Fig. 1: sequential cells coloured by netlist name
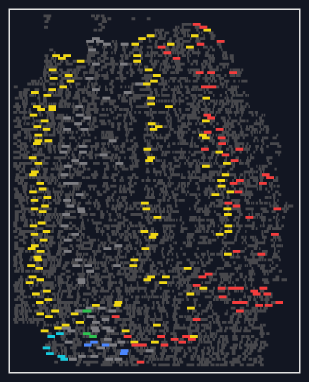
Fig. 2: clock wiring as the flow saved it
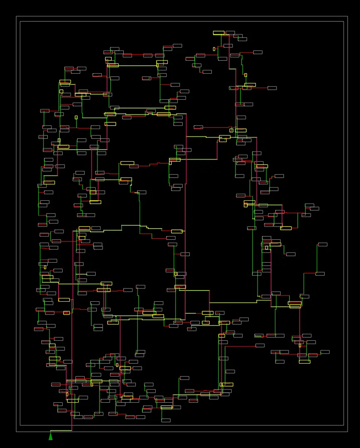
Design muldiv_unit, sky130hd; sources not shown.
==> flow_summary_export.csv <==
group,metric,value,unit
timing,timing.hold.ws,0.454,ns
setup_path,crit_cells,24,
power_and_ir_drop,p_sw_share,42.7,%
power_and_ir_drop,p_clk_share,32.9,%
global_route,globalRouteMet2Util,53.0,%
finish,filler_cell_count,9817,
finish,final_cell_mix,"sky130_fd_sc_hd__nor2_1, sky130_fd_sc_hd__nand2_1, sky130_fd_sc_hd__a21oi_1",
clock_tree,postCtsSetupBuffers,0,
setup_path,reg2reg_slack,0.75,ns
finish,num-nets-final,4962,
hold_path,min-delay-path-class,"reg2reg",
detailed_routing,detailedRoute.firstPassIterationCount,9,
setup_path,arrival,7.75,ns
setup_path,worst_ep_required_time,8.50,ns
setup_path,startpoint_type,"flop",
floorplan,placementRows,124,
synthesis,mappedNetlistArea,31900,µm²
synthesis,post_synth_ao_oa_area_fraction,32.2,%
setup_path,path_buffers,1,
flow_run,max-cap-violations,0,
global_route,number_of_global_route_vias_before_repair,35600,
detailed_routing,detail_route.vias_per_cell,6.30,
detailed_routing,wl,165,mm
finish,final_common_cell,"sky130_fd_sc_hd__nor2_1",
synthesis,synth-xor-area-share,8.74,%
synthesis,asyncSetResetFlopFracSynth,0,%
timing,final_max_slew_viol_count,0,
synthesis,synth_largest_type_area_fraction,17.7,%
placement,gp_routability_congestion,1.05,
synthesis,distinct_lib_cells,112,
synthesis,netlist_instances,4610,
global_route,globalRouteMet3Util,4.24,%
setup_path,crit_fanout,5,
detailed_routing,routedWlPerCell,27.9,µm
synthesis,yosysTopAreaCell,"sky130_fd_sc_hd__dfxtp_1",
synthesis,synth-warning-count,0,
synthesis,net_count_after_synthesis,4884,
setup_path,worstPathCellList,"inv_1 -> ha_1 -> fa_1 -> nand2b_1 -> a21oi_2 -> o211ai_2 -> a311oi_4 -> o2111ai_2 -> a21oi_2 -> nor2_1 -> a21oi_1 -> ha_1 -> o21ai_0 -> nor4_1 -> o211a_1 -> nand3_1 -> or3_1 -> nor4_1 -> nand2_1 -> nand2_1 -> nor2_1 -> o31a_1 -> a2111o_1 -> a22o_1",
floorplan,core,91200,µm²
timing,maxSlewHeadroom,10.1,%
finish,stdcell_count,5921,
setup_path,slowest_delay,0.46,ns
floorplan,num_io_pins,211,
power_and_ir_drop,vdd_drop_max,123,µV
power_and_ir_drop,seq_power_share,27.0,%
setup_path,critical_path_class,"reg2reg",
detailed_routing,iter_0_drt_violations,3961,
synthesis,yosysSeqAreaShare,17.7,%
placement,dp_cells,5845,
placement,dpl.hpwl,131,mm
clock_tree,cts-buffers-inserted,38,
power_and_ir_drop,net-switching-power,2.47,mW
timing,number_of_setup_violations_in_the_final_report,0,
global_route,use_met1,39.0,%
finish,largest_reg_flops,128,
timing,hold_viol,0,
setup_path,ff2ff_path_depth,24,
synthesis,yosys_area,31900,µm²
finish,layout-drive-gt1-share,6.68,%
detailed_routing,vias,37300,
finish,post-route-cell-area,36600,µm²
clock_tree,cts-htree-levels,2,
finish,flow.area_growth_from_synthesis,14.9,%
synthesis,mux_area_share,3.34,%
flow_run,openroad.warnings,27,
global_route,grt_max_degree,90,
synthesis,post_synthesis_adder_cell_area_fraction,5.35,%
global_route,grt_first_pass_wirelength,239,mm
timing,period_needed,7.25,ns
floorplan,die_area,96100,µm²
run_status,status,"complete, no violations",
floorplan,die_w,277,µm
floorplan,height_of_the_die,347,µm
clock_tree,cts.hold.buffers_added,0,
setup_path,critical_path.slowest_cell,"sky130_fd_sc_hd__a311oi_4",
setup_path,crit_path_end_kind,"flop",
clock_tree,worstSkewPairLatency,0.61,ns
global_route,globalRouteOverflowTotal,0,
synthesis,netlist_top_cells_area,"sky130_fd_sc_hd__dfxtp_1, sky130_fd_sc_hd__a21oi_1, sky130_fd_sc_hd__nor2_1, sky130_fd_sc_hd__nand2_1, sky130_fd_sc_hd__ha_1",
clock_tree,worst_setup_hold_path_clk_slew,0.06,ns
timing,min_period_over_period,90.6,%
clock_tree,cts_root_buffer,"sky130_fd_sc_hd__clkbuf_16",
power_and_ir_drop,power_density,158,nW/µm²
synthesis,post_synth.cell_area_avg,6.91,µm²
synthesis,flip_flops_with_a_built_in_enable,0,
timing,worstMarginPinSlew,1.34,ns
global_route,grt_busiest_layer,"met2",
detailed_routing,drt_drc_violations_left,0,
clock_tree,post_cts_resize_count,0,
placement,io_buffers,210,
clock_tree,max-clock-path-buffers,3,
placement,placedInstanceArea,35300,µm²
Back to the opening pictures, Fig. 1:
[`bmag_r`] red | sequential cells: 64
[`op_r`] green | sequential cells: 3
[`work_r`] yellow | sequential cells: 128 | where: all over the die
[`cnt_r`] cyan | sequential cells: 6 | where: bottom left
[`rd_r`] blue | sequential cells: 5
not coloured: 76
Reg area: 5650 µm²
final core utilization: 40.1%
register fraction of the total cell area: 15.4%
Seq group: 1.56 mW

Back to the opening pictures, Fig. 2:
CTS sink count: 282
flop count: 282

[area by class of cell]
class,instances,area (µm²),share of cell area (%)
Antenna cell,7,17.5,0.0479
Clock buffer,52,1080,2.96
Clock inverter,17,240,0.656
Inverter,126,473,1.29
Multi-Input combinational cell,3905,24600,67.2
Sequential cell,282,5650,15.4
Tap cell,1197,1500,4.09
Timing Repair Buffer,335,3040,8.32
[power groups by stage]
stage	clock network [mW]	logic (mW)	registers (mW)
after floorplan	0	1.40	1.55
after global placement	0	2.25	1.59
after global routing	1.96	2.45	1.57
final	1.90	2.32	1.56
after CTS	1.92	2.25	1.56
after detailed placement	0	2.24	1.59
[per-layer routing]
| metal | wire, µm | share of wire (%) | vias up |
|---|---|---|---|
| li1 | - | - | 17300 |
| met1 | 64000 | 39 | 17800 |
| met2 | 73800 | 45 | 1812 |
| met3 | 11400 | 6.9 | 471 |
| met4 | 16200 | 9.8 | 2 |
| met5 | 9 | 0.0054 | - |
[cell families after synthesis]
family                     count (synthesis)
AOI/OAI and AO/OA                       1550
xor gates and xnor gates                 318
adders and majority gates                135
buffers and inverters                    423
DFF                                      282
muxes                                    103
and+or+nand+nor                         1799
[worst register-to-register path, delay by kind of cell, from the launching register on]
family | cells | cell delay, ns
simple gates | 9 | 2.50
buf+inv | 1 | 0.10
compound gates | 11 | 3.33
flops | 1 | 0.39
fa+ha+maj | 3 | 0.84
[cells in the mapped netlist, drive strengths merged, types with 31 or more instances]
library cell and n:
a211oi 117, a21o 63, a21oi 423, a22oi 53, a31oi 75, and2 92
buf 75, clkbuf 222, dfxtp 282, ha 133, inv 125, mux2i 77
nand2 501, nand2b 34, nand3 104, nand4 86, nor2 515, nor3 148
nor4 54, o211ai 90, o21a 43, o21ai 303, o31ai 65, or2 31
or3 74, xnor2 175, xor2 143
[metrics by stage]
stage                     worst slack [ns]  total power, mW
after CTS                            0.960             5.73
after floorplan                       1.68             2.95
after detailed placement             0.987             3.83
after global placement                1.15             3.84
final                                0.753             5.78
after global routing                 0.491             5.99
Power figures rest on the tool's default switching activity, not on a simulated workload.
